Figure 1. Floorplan with the power grid (run 1).
Scale: 6 px per µm. Pins as bars on the die edge.
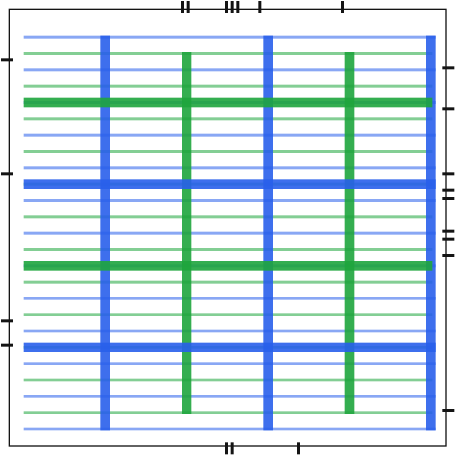
Figure 2. Where the registers sit (run 1).
Scale: 4 px per µm.
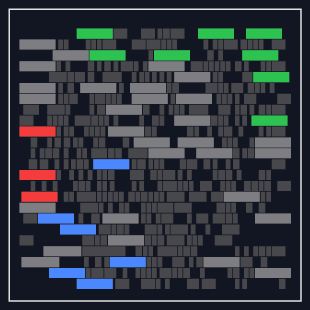
Figure 3. Cells by drive strength (run 1).
Scale: 4 px per µm.
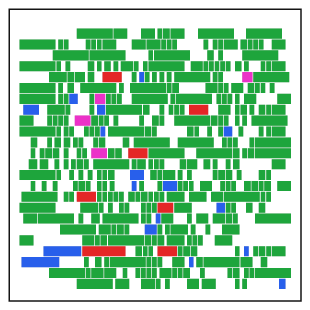
Figure 4. Placed standard cells (run 1).
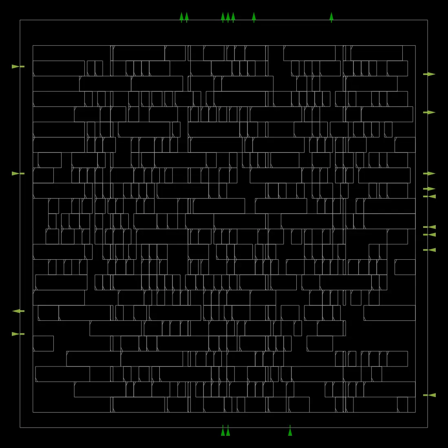
==> src/rtl/uart_rx.sv <==
// UART receiver: synchronizes RX_IN, qualifies the start bit, majority-samples every bit,
// checks parity and stop, and strobes the completed word for one cycle.
module uart_rx #(
    parameter int unsigned DATA_WIDTH     = 8,
    parameter int unsigned PRESCALE_WIDTH = 6
) (
    input  logic                      RX_CLK,
    input  logic                      RX_RST,
    input  logic                      RX_IN,
    input  logic [PRESCALE_WIDTH-1:0] RX_Prescale,
    input  logic                      RX_Parity_Enable,
    input  logic                      RX_Parity_Type,
    output logic [DATA_WIDTH-1:0]     RX_P_Data,
    output logic                      RX_Data_Valid,
    output logic                      RX_Parity_Error,
    output logic                      RX_Stop_Error,
    output logic                      RX_Busy
);

    localparam int unsigned BitCntWidth = (DATA_WIDTH > 1) ? $clog2(DATA_WIDTH) : 1;
    localparam logic [PRESCALE_WIDTH-1:0] One     = PRESCALE_WIDTH'(1);
    localparam logic [PRESCALE_WIDTH-1:0] Two     = PRESCALE_WIDTH'(2);
    localparam logic [BitCntWidth-1:0]    BitOne  = BitCntWidth'(1);
    localparam logic [BitCntWidth-1:0]    BitLast = BitCntWidth'(DATA_WIDTH - 1);

    typedef enum logic [2:0] {
        StIdle,
        StStart,
        StData,
        StParity,
        StStop
    } state_e;

    state_e                    state_q, state_d;
    logic                      sync1_q, sync2_q;
    logic                      rx_s;
    logic [PRESCALE_WIDTH-1:0] edge_cnt_q, edge_cnt_d;
    logic [BitCntWidth-1:0]    bit_cnt_q, bit_cnt_d;
    logic [2:0]                samp_q, samp_d;
    logic [DATA_WIDTH-1:0]     shift_q, shift_d;
    logic [PRESCALE_WIDTH-1:0] prescale_q, prescale_d;
    logic                      par_en_q, par_en_d;
    logic                      par_type_q, par_type_d;
    logic                      par_err_q, par_err_d;
    logic [DATA_WIDTH-1:0]     data_q, data_d;
    logic                      valid_q, valid_d;
    logic                      perr_q, perr_d;
    logic                      serr_q, serr_d;
    logic                      busy_q, busy_d;

    logic [PRESCALE_WIDTH-1:0] half;
    logic                      last_edge;
    logic                      stop_done;
    logic                      maj;

    assign rx_s      = sync2_q;
    assign half      = prescale_q >> 1;
    assign last_edge = (edge_cnt_q == (prescale_q - One));
    assign stop_done = (edge_cnt_q == (half + Two));
    assign maj       = (samp_q[0] & samp_q[1]) | (samp_q[0] & samp_q[2]) |
                       (samp_q[1] & samp_q[2]);

    always_ff @(posedge RX_CLK or negedge RX_RST) begin
        if (!RX_RST) begin
            sync1_q    <= 1'b1;
            sync2_q    <= 1'b1;
            state_q    <= StIdle;
            edge_cnt_q <= '0;
            bit_cnt_q  <= '0;
            samp_q     <= '0;
            shift_q    <= '0;
            prescale_q <= '0;
            par_en_q   <= 1'b0;
            par_type_q <= 1'b0;
            par_err_q  <= 1'b0;
            data_q     <= '0;
            valid_q    <= 1'b0;
            perr_q     <= 1'b0;
            serr_q     <= 1'b0;
            busy_q     <= 1'b0;
        end else begin
            sync1_q    <= RX_IN;
            sync2_q    <= sync1_q;
            state_q    <= state_d;
            edge_cnt_q <= edge_cnt_d;
            bit_cnt_q  <= bit_cnt_d;
            samp_q     <= samp_d;
            shift_q    <= shift_d;
            prescale_q <= prescale_d;
            par_en_q   <= par_en_d;
            par_type_q <= par_type_d;
            par_err_q  <= par_err_d;
            data_q     <= data_d;
            valid_q    <= valid_d;
            perr_q     <= perr_d;
            serr_q     <= serr_d;
            busy_q     <= busy_d;
        end
    end

    always_comb begin
        state_d    = state_q;
        edge_cnt_d = edge_cnt_q;
        bit_cnt_d  = bit_cnt_q;
        samp_d     = samp_q;
        shift_d    = shift_q;
        prescale_d = prescale_q;
        par_en_d   = par_en_q;
        par_type_d = par_type_q;
        par_err_d  = par_err_q;
        data_d     = data_q;
        valid_d    = 1'b0;
        perr_d     = 1'b0;
        serr_d     = 1'b0;
        busy_d     = (state_q != StIdle);

        if (state_q != StIdle) begin
            edge_cnt_d = last_edge ? '0 : edge_cnt_q + One;
            if (edge_cnt_q == (half - One)) samp_d[0] = rx_s;
            if (edge_cnt_q == half)         samp_d[1] = rx_s;
            if (edge_cnt_q == (half + One)) samp_d[2] = rx_s;
        end

        unique case (state_q)
            StIdle: begin
                // The detection cycle is edge 0 of the start bit.
                if (!rx_s) begin
                    state_d    = StStart;
                    edge_cnt_d = One;
                    bit_cnt_d  = '0;
                    par_err_d  = 1'b0;
                    prescale_d = RX_Prescale;
                    par_en_d   = RX_Parity_Enable;
                    par_type_d = RX_Parity_Type;
                end
            end
            StStart: begin
                if (last_edge) state_d = maj ? StIdle : StData;
            end
            StData: begin
                if (last_edge) begin
                    shift_d                 = shift_q >> 1;
                    shift_d[DATA_WIDTH-1]   = maj;
                    if (bit_cnt_q == BitLast) begin
                        state_d = par_en_q ? StParity : StStop;
                    end else begin
                        bit_cnt_d = bit_cnt_q + BitOne;
                    end
                end
            end
            StParity: begin
                if (last_edge) begin
                    par_err_d = (maj != ((^shift_q) ^ par_type_q));
                    state_d   = StStop;
                end
            end
            StStop: begin
                // Finish mid-stop so a back-to-back start edge is not missed.
                if (stop_done) begin
                    if (maj && !par_err_q) begin
                        data_d  = shift_q;
                        valid_d = 1'b1;
                    end else begin
                        perr_d = par_err_q;
                        serr_d = !maj;
                    end
                    state_d    = StIdle;
                    edge_cnt_d = '0;
                end
            end
            default: begin
                state_d    = StIdle;
                edge_cnt_d = '0;
            end
        endcase
    end

    assign RX_P_Data       = data_q;
    assign RX_Data_Valid   = valid_q;
    assign RX_Parity_Error = perr_q;
    assign RX_Stop_Error   = serr_q;
    assign RX_Busy         = busy_q;

endmodule

==> config.mk <==
export PLATFORM = sky130hd
export DESIGN_NAME = uart_rx
export DESIGN_NICKNAME = d
export VERILOG_FILES = /design/src/rtl/uart_rx.sv
export SDC_FILE = /design/constraint.sdc
export NUM_CORES = 1
export LEC_CHECK = 0
export ABC_AREA = 1
export CORE_MARGIN = 2
export CORE_UTILIZATION = 58
export CTS_CLUSTER_DIAMETER = 120
export DETAILED_ROUTE_END_ITERATION = 12
export GPL_TIMING_DRIVEN = 1
export PLACE_DENSITY = 0.8
export SETUP_SLACK_MARGIN = 0.15
export SLEW_MARGIN = 20
export SYNTH_ARGS = -nofsm -noshare
export SYNTH_HDL_FRONTEND = slang
export SYNTH_SLANG_ARGS = --single-unit
==> constraint.sdc <==
create_clock -name RX_CLK -period 2.6 [get_ports RX_CLK]
set_input_delay 0.52 -clock RX_CLK [delete_from_list [all_inputs] [get_ports RX_CLK]]
set_output_delay 0.52 -clock RX_CLK [all_outputs]
set_load 0.02 [all_outputs]
==> impl_metrics.env, run 1 <==
# physical design summary
export IMPL_ios=23
export IMPL_preCtsSetupSlack_ns=0.328
export IMPL_swShare_pct=45.3
export IMPL_fin_skew_ns=0.0127
export IMPL_syn_cell_area_mm2=0.00273
export IMPL_cts_buffers_inserted=5
export IMPL_ctsResizeCount=0
export IMPL_route_detailed_drc=0
export IMPL_dr_first_iter_drc_count=109
export IMPL_slew_headroom_pct=54.8
export IMPL_postRouteAntennaNets=0
export IMPL_globalRouteOverflowTotal=0
export IMPL_nNetsFinal=420
export IMPL_critPathCaptureType="flop"
export IMPL_dpl_hpwl_mm=4.18
export IMPL_grt_pass1_wl_mm=9.69
export IMPL_ys_cells=374
export IMPL_rows=24
export IMPL_grt_max_degree=27
export IMPL_ys_flops=46
export IMPL_core_util_floorplan_pct=61.3
export IMPL_wire_per_inst_um=12.3
export IMPL_status="completed"
export IMPL_setup_tns_ns=0
export IMPL_fp_nets=395
export IMPL_finalClockPeriodUsage_pct=83.0
export IMPL_yosys_top_cells_area="dfrtp_1 40%, nand2_1 17%, inv_1 7.6%, ha_1 4.6%, nor2_1 4.0%"
export IMPL_vias=2320
export IMPL_clockBufferDepth=2
export IMPL_cp_start_kind="flop"
export IMPL_worst_setup_path_type="flop to flop"
export IMPL_post_synth_top_count_cell="nand2_1"
export IMPL_htreeDepth=2
export IMPL_internal_power_mw=1.68
export IMPL_ys_seq_share_pct=42.3
export IMPL_power_switching_mw=1.39
export IMPL_clkTransAtPathRegs_ns=0.10
export IMPL_fin_crit_ns=2.16
export IMPL_yosys_warnings=0
export IMPL_synth_top_flop_cell="dfrtp_1"
export IMPL_wl_mm=5.54
export IMPL_cts_setup_buffers=0
export IMPL_ys_async_sr_fraction_pct=100
export IMPL_portBuffers=22
export IMPL_antenna_found_initial=0
export IMPL_track_usage_pct=24.1
export IMPL_p_per_area_mw_per_mm2=989
export IMPL_grt_pass1_vias=2134
export IMPL_die_area_mm2=0.00526
export IMPL_cp_max_fo=12
export IMPL_combPwrFrac_pct=47.6
export IMPL_power_share_sequential_pct=34.0
export IMPL_rsz0062_at_grt="no"
export IMPL_syn_avg_cell_area_um2=7.29
export IMPL_drv_cap=0
export IMPL_cp_required_ns=2.81
export IMPL_max_freq_mhz=464
export IMPL_synth_distinct_cells=29
export IMPL_syn_inst=374
export IMPL_top_area_cell="dfrtp_1"
export IMPL_top_cell_area_share_pct=40.4
export IMPL_mi_logic_area_mm2=0.00131
export IMPL_setup_viol=0
export IMPL_slew_viol_final=0
export IMPL_worstSkewPairLatency_ns=0.31
export IMPL_final_hold_violation_count=0
export IMPL_power_frac_clock_pct=18.4
export IMPL_r2r_cells=11
export IMPL_warnings=30
export IMPL_cts_tree="built"
export IMPL_hold_path_class="input port to async pin"
export IMPL_clock_sinks=46
export IMPL_drtPass1Iterations=4
export IMPL_yosys_top_cells_count="125 x nand2_1, 55 x inv_1, 44 x dfrtp_1, 29 x nor2_1, 21 x nand3_1"
export IMPL_antenna_cells=0
export IMPL_r2r_start="prescale_q[2]$_DFFE_PN0P_"
export IMPL_worst_slew_pin_transition_ns=0.677
export IMPL_ctsHoldBuffers=0
export IMPL_yosys_area_mm2=0.00273
export IMPL_p_leak_nw=1.72
export IMPL_drive_gt1_share_pct=7.00
export IMPL_gp_congestion=0.942
export IMPL_cp_arrival_ns=2.37
export IMPL_r2r_setup_slack_ns=0.44
export IMPL_r2r_end="shift_q[6]$_DFFE_PN0P_"
export IMPL_cts_root_buf="clkbuf_8"
export IMPL_vias_per_cell=5.13
export IMPL_edf_count=0
Notes on Figure 1 above:
Green is VDD. Blue is VSS.
The core has 24 rows. 25 met1 rails follow the rows.
Peak VDD IR: 0.618 mV
Die Wd: 72.5 µm
core box area: 0.00444 mm²

Notes on Figure 2 above:
Red is state_q, placed flops 3. Blue is edge_cnt_q, placed flops 6, where lower left. Green is RX_P_Data, placed flops 8.
Another 29 sequential cells are not coloured.
FF+latch area: 0.00115 mm²
Util after Layout: 69.8%
seq pwr: 1.04 mW
sequential cell area share: 37.2%

Notes on Figure 3 above:
Red is _6 and larger, cells 7, share 1.8%. Blue is _2 cells, cells 17, share 4.3%. Green is _0 and _1 cells, cells 372, share 93%. Magenta is _3 and _4 cells, cells 4, share 1.0%.
setup ws final: 0.443 ns
post-route cell area: 0.00310 mm²
nonclk buf count: 23
synth-to-layout area growth: 13.9%

Notes on Figure 4 above:
fillcell total: 366
FF+latch count: 46

run 1: layer usage:
metal  GRT usage [%]  vias up  part of all wire [%]
li1                -     1194                     -
met1            33.8     1071                    49
met2            38.4       46                    45
met3            4.31        9                   4.1
met4            7.20        0                   1.4
met5               0        -                     0
run 1: worst max path at each step:
stage	start	to	slack, ns
6_report	prescale_q[2]$_DFFE_PN0P_	shift_q[6]$_DFFE_PN0P_	0.44
3_3_place_gp	prescale_q[2]$_DFFE_PN0P_	shift_q[6]$_DFFE_PN0P_	0.40
3_5_place_dp	prescale_q[2]$_DFFE_PN0P_	shift_q[6]$_DFFE_PN0P_	0.33
4_1_cts	prescale_q[2]$_DFFE_PN0P_	shift_q[6]$_DFFE_PN0P_	0.30
2_1_floorplan	prescale_q[2]$_DFFE_PN0P_	shift_q[7]$_DFFE_PN0P_	0.79
5_1_grt	prescale_q[2]$_DFFE_PN0P_	shift_q[6]$_DFFE_PN0P_	0.17
run 1: metrics by stage:
stage | power, mW | instance area (µm²) | hold slack, ns | cells
after floorplan | 2.15 | 2730 | 0.224 | 374
after detailed placement | 2.49 | 2980 | 0.348 | 444
after global placement | 2.47 | 2980 | 0.347 | 444
after global routing | 3.35 | 3100 | 0.198 | 452
after CTS | 3.07 | 3100 | 0.166 | 452
final | 3.07 | 3100 | 0.153 | 452
run 1: cells by family after synthesis:
family	share of synthesized area, %
AND/OR/NAND/NOR	29.8
buffers and inverters	9.73
flip-flops	42.3
AND-OR/OR-AND	6.75
XOR/XNOR	6.43
adder cells (fa/ha/maj)	4.59
multiplexers	0.413
run 1: registers in the layout, summed over array words and instances (netlist names), 3 cells and up:
name,cells
RX_P_Data,8
shift_q,8
edge_cnt_q,6
prescale_q,6
bit_cnt_q,3
samp_q,3
state_q,3
run 1: worst max-delay path: stages, from the launching register on:
cell     delay (ns)
dfrtp_1        0.45
inv_1          0.21
ha_1           0.23
inv_1          0.07
nor3_2         0.19
nand3_1        0.11
nand2_1        0.11
nand3_2        0.16
nor2_4         0.26
inv_2          0.12
nand2_1        0.08
o21ai_1        0.06
run 1: power by group through the flow:
stage	Combinational (mW)	Sequential, mW	Clock [mW]
5_1_grt	1.68	1.07	0.603
3_3_place_gp	1.43	1.05	0
4_1_cts	1.45	1.04	0.578
3_5_place_dp	1.44	1.05	0
6_report	1.46	1.04	0.565
2_1_floorplan	1.14	1.00	0
run 1: cells in the final DEF (no fill, tap or decap), drive strengths merged, types with 9 or more instances in the layout:
| cell type | netlist | final |
|---|---|---|
| nor2 | 31 | 31 |
| clkdlybuf4s50 | 0 | 21 |
| xor2 | 11 | 11 |
| inv | 61 | 62 |
| nand3 | 22 | 22 |
| xnor2 | 9 | 9 |
| a21oi | 15 | 15 |
| dfrtp | 44 | 44 |
| o21ai | 21 | 21 |
| ha | 10 | 10 |
| nand2 | 127 | 127 |
run 1: final cells by class:
type / instances / share of cell area [%]
Clock buffer: 5 / 2.22
Clock inverter: 3 / 1.57
Inverter: 62 / 7.50
Multi-Input combinational cell: 261 / 42.3
Sequential cell: 46 / 37.2
Tap cell: 52 / 2.10
Timing Repair Buffer: 23 / 7.18
Figure 5. Wire density map (run 1).
Scale: 4 px per µm. The die is cut into 15 by 15 equal tiles; dark purple is low, yellow is high, scaled to the fullest tile. Values are wire area over tile area, all layers added.
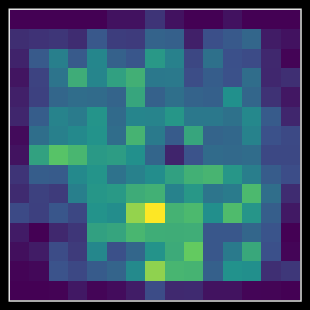

--- run 2 (diff from run 1) ---
clock period = 2.2 ns   (was 2.6 ns; I/O delays follow)
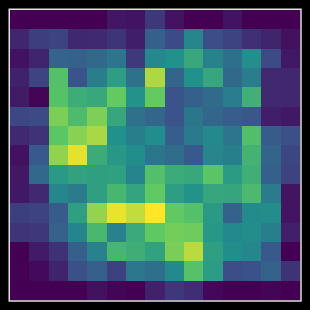
Figure 6: run 2, wire density map.
Scale: 4 px per µm. The die is cut into 15 by 15 equal tiles; dark purple is low, yellow is high, scaled to the fullest tile. Values are wire area over tile area, all layers added.
The mean over all tiles is 0.18. The fullest tile reaches 0.50. 11% of the tiles are nearly empty. The densest ninth of the die: bottom centre. 30% of the tiles are over half the peak.
vias: 2386
gr usage total: 26.2%
DR WL/cell: 13.1 µm

==> impl_metrics.env, run 2 <==
# physical design summary
export IMPL_critPathCaptureType="flop"
export IMPL_clockBufferDepth=2
export IMPL_gp_congestion=0.897
export IMPL_syn_avg_cell_area_um2=7.29
export IMPL_die_w_um=72.5
export IMPL_grt_max_degree=36
export IMPL_top_area_cell="dfrtp_1"
export IMPL_warnings=30
export IMPL_edf_count=0
export IMPL_worst_setup_path_type="flop to flop"
export IMPL_p_leak_nw=1.77
export IMPL_ys_flops=46
export IMPL_lay_top_count="nand2_1"
export IMPL_yosys_warnings=0
export IMPL_path_cells="inv_2 -> ha_1 -> xnor2_1 -> nand3_1 -> nor2_1 -> nand2_2 -> nand2_2 -> nand3_1 -> nand2_1 -> nor2_1"
export IMPL_cts_tree="built"
export IMPL_syn_cell_area_mm2=0.00273
export IMPL_ctsHoldBuffers=0
export IMPL_vias_per_cell=5.19
export IMPL_ys_seq_share_pct=42.3
export IMPL_slowest_delay_ns=0.47
export IMPL_fin_skew_ns=0.0130
export IMPL_slew_headroom_pct=46.8
export IMPL_fp_dieH_um=72.5
export IMPL_cp_required_ns=2.39
export IMPL_rsz0062_at_grt="no"
export IMPL_crit_buf_inv=1
export IMPL_clkTransAtPathRegs_ns=0.09
export IMPL_post_synth_top_count_cell="nand2_1"
export IMPL_p_total_mw=3.76
export IMPL_portBuffers=22
export IMPL_fin_crit_ns=1.94
export IMPL_cp_max_fo=6
export IMPL_worst_slew_pin_transition_ns=0.797
export IMPL_finalClockPeriodUsage_pct=88.0
export IMPL_synth_top_flop_cell="dfrtp_1"
export IMPL_ir_drop_mv=0.936
export IMPL_ys_cells=374
export IMPL_yosys_area_mm2=0.00273
export IMPL_die_area_mm2=0.00526
export IMPL_syn_inst=374
export IMPL_final_hold_violation_count=0
export IMPL_clock_sinks=46
export IMPL_max_freq_mhz=517
export IMPL_rows=24
export IMPL_grt_pass1_vias=2351
export IMPL_area_growth_pct=17.4
export IMPL_slew_viol_final=0
export IMPL_cp_start_kind="flop"
export IMPL_worstSkewPairLatency_ns=0.31
export IMPL_cts_buffers_inserted=5
export IMPL_htreeDepth=2
export IMPL_drive_gt1_share_pct=11.3
export IMPL_core_area_mm2=0.00444
export IMPL_dpl_hpwl_mm=4.48
export IMPL_cp_arrival_ns=2.13
export IMPL_wl_mm=6.04
export IMPL_cts_root_buf="clkbuf_8"
export IMPL_antenna_cells=0
export IMPL_ys_async_sr_fraction_pct=100
export IMPL_crit_family="simple AND/OR/NAND/NOR gates"
export IMPL_dr_first_iter_drc_count=166
export IMPL_status="completed"
export IMPL_nNetsFinal=428
export IMPL_drv_cap=0
export IMPL_ios=23
export IMPL_p_per_area_mw_per_mm2=1170
export IMPL_setup_viol=0
export IMPL_fp_nets=395
export IMPL_top_cell_area_share_pct=40.4
export IMPL_slowest_stage="dfrtp_2"
export IMPL_lay_top_cells="123 x nand2_1, 52 x inv_1, 40 x dfrtp_1, 29 x nor2_1"
export IMPL_core_util_floorplan_pct=61.3
export IMPL_grt_pass1_wl_mm=10.6
export IMPL_setup_tns_ns=0
export IMPL_antenna_found_initial=0
export IMPL_hold_path_class="input port to async pin"
export IMPL_postRouteAntennaNets=0
export IMPL_synth_distinct_cells=29
export IMPL_route_detailed_drc=0
export IMPL_yosys_top_cells_area="dfrtp_1 40%, nand2_1 17%, inv_1 7.6%, ha_1 4.6%, nor2_1 4.0%"
export IMPL_globalRouteOverflowTotal=0
export IMPL_drtPass1Iterations=4
export IMPL_yosys_top_cells_count="125 x nand2_1, 55 x inv_1, 44 x dfrtp_1, 29 x nor2_1, 21 x nand3_1"
export IMPL_holdWs_ns=0.206
-- run 2: through the flow --
stage / utilization, % / cell area, µm² / instances / setup slack (ns)
6_report: 72.0 / 3200 / 460 / 0.265
2_1_floorplan: - / 2730 / 374 / 0.387
3_3_place_gp: 67.9 / 3020 / 449 / 0.199
4_1_cts: 70.7 / 3140 / 457 / 0.161
3_5_place_dp: 67.9 / 3020 / 449 / 0.100
5_1_grt: 72.0 / 3200 / 460 / 0.152
-- run 2: final timing paths --
path,slack [ns],startpoint,end,depth (start not counted)
max in group asynchronous,1.37,RX_RST,RX_Parity_Error$_DFF_PN0_,2
min in group RX_CLK,0.36,sync1_q$_DFF_PN1_,rx_s$_DFF_PN1_,0
worst min register to register,0.36,sync1_q$_DFF_PN1_,rx_s$_DFF_PN1_,0
worst max-delay path,0.26,prescale_q[3]$_DFFE_PN0P_,edge_cnt_q[5]$_DFF_PN0_,10
worst max register to register,0.26,prescale_q[3]$_DFFE_PN0P_,edge_cnt_q[5]$_DFF_PN0_,10
worst min-delay path,0.21,RX_RST,prescale_q[5]$_DFFE_PN0P_,1
-- run 2: cells by family (layout without fill, tap and decap cells) --
kind of cell	Yosys count	in the layout	synth area share (%)
flip-flops	46	46	42.3
AND-OR/OR-AND	36	36	6.75
AND/OR/NAND/NOR	194	194	29.8
multiplexers	1	1	0.413
buffers and inverters	67	101	9.73
XOR/XNOR	20	20	6.43
adder cells (fa/ha/maj)	10	10	4.59
-- run 2: timing repair --
| item | 4_1_cts | 5_1_grt |
|---|---|---|
| pin swaps | 0 | 2 |
| gates resized | 6 | 11 |
| setup endpoints to repair | 22 | 26 |
| setup buffers | 0 | 3 |
-- run 2: power by group --
group	internal [mW]	switching, mW	total (mW)
Combinational	0.685	1.18	1.87
Clock	0.341	0.303	0.644
Sequential	1.03	0.218	1.24
Total	2.05	1.71	3.76
-- run 2: area by class of cell --
cell class	instances	area, µm²
Clock inverter	3	43.8
Tap cell	52	65.1
Multi-Input combinational cell	261	1340
Inverter	62	238
Sequential cell	46	1160
Timing Repair Buffer	31	287
Clock buffer	5	68.8
Fill cell	365	1240
-- run 2: metal layers --
layer / wire length (µm) / GRT usage (%)
met5: 0 / 0
met1: 2820 / 35.5
met3: 252 / 4.86
met4: 100 / 8.44
met2: 2860 / 42.5
Power is estimated from default activity; no workload was simulated.
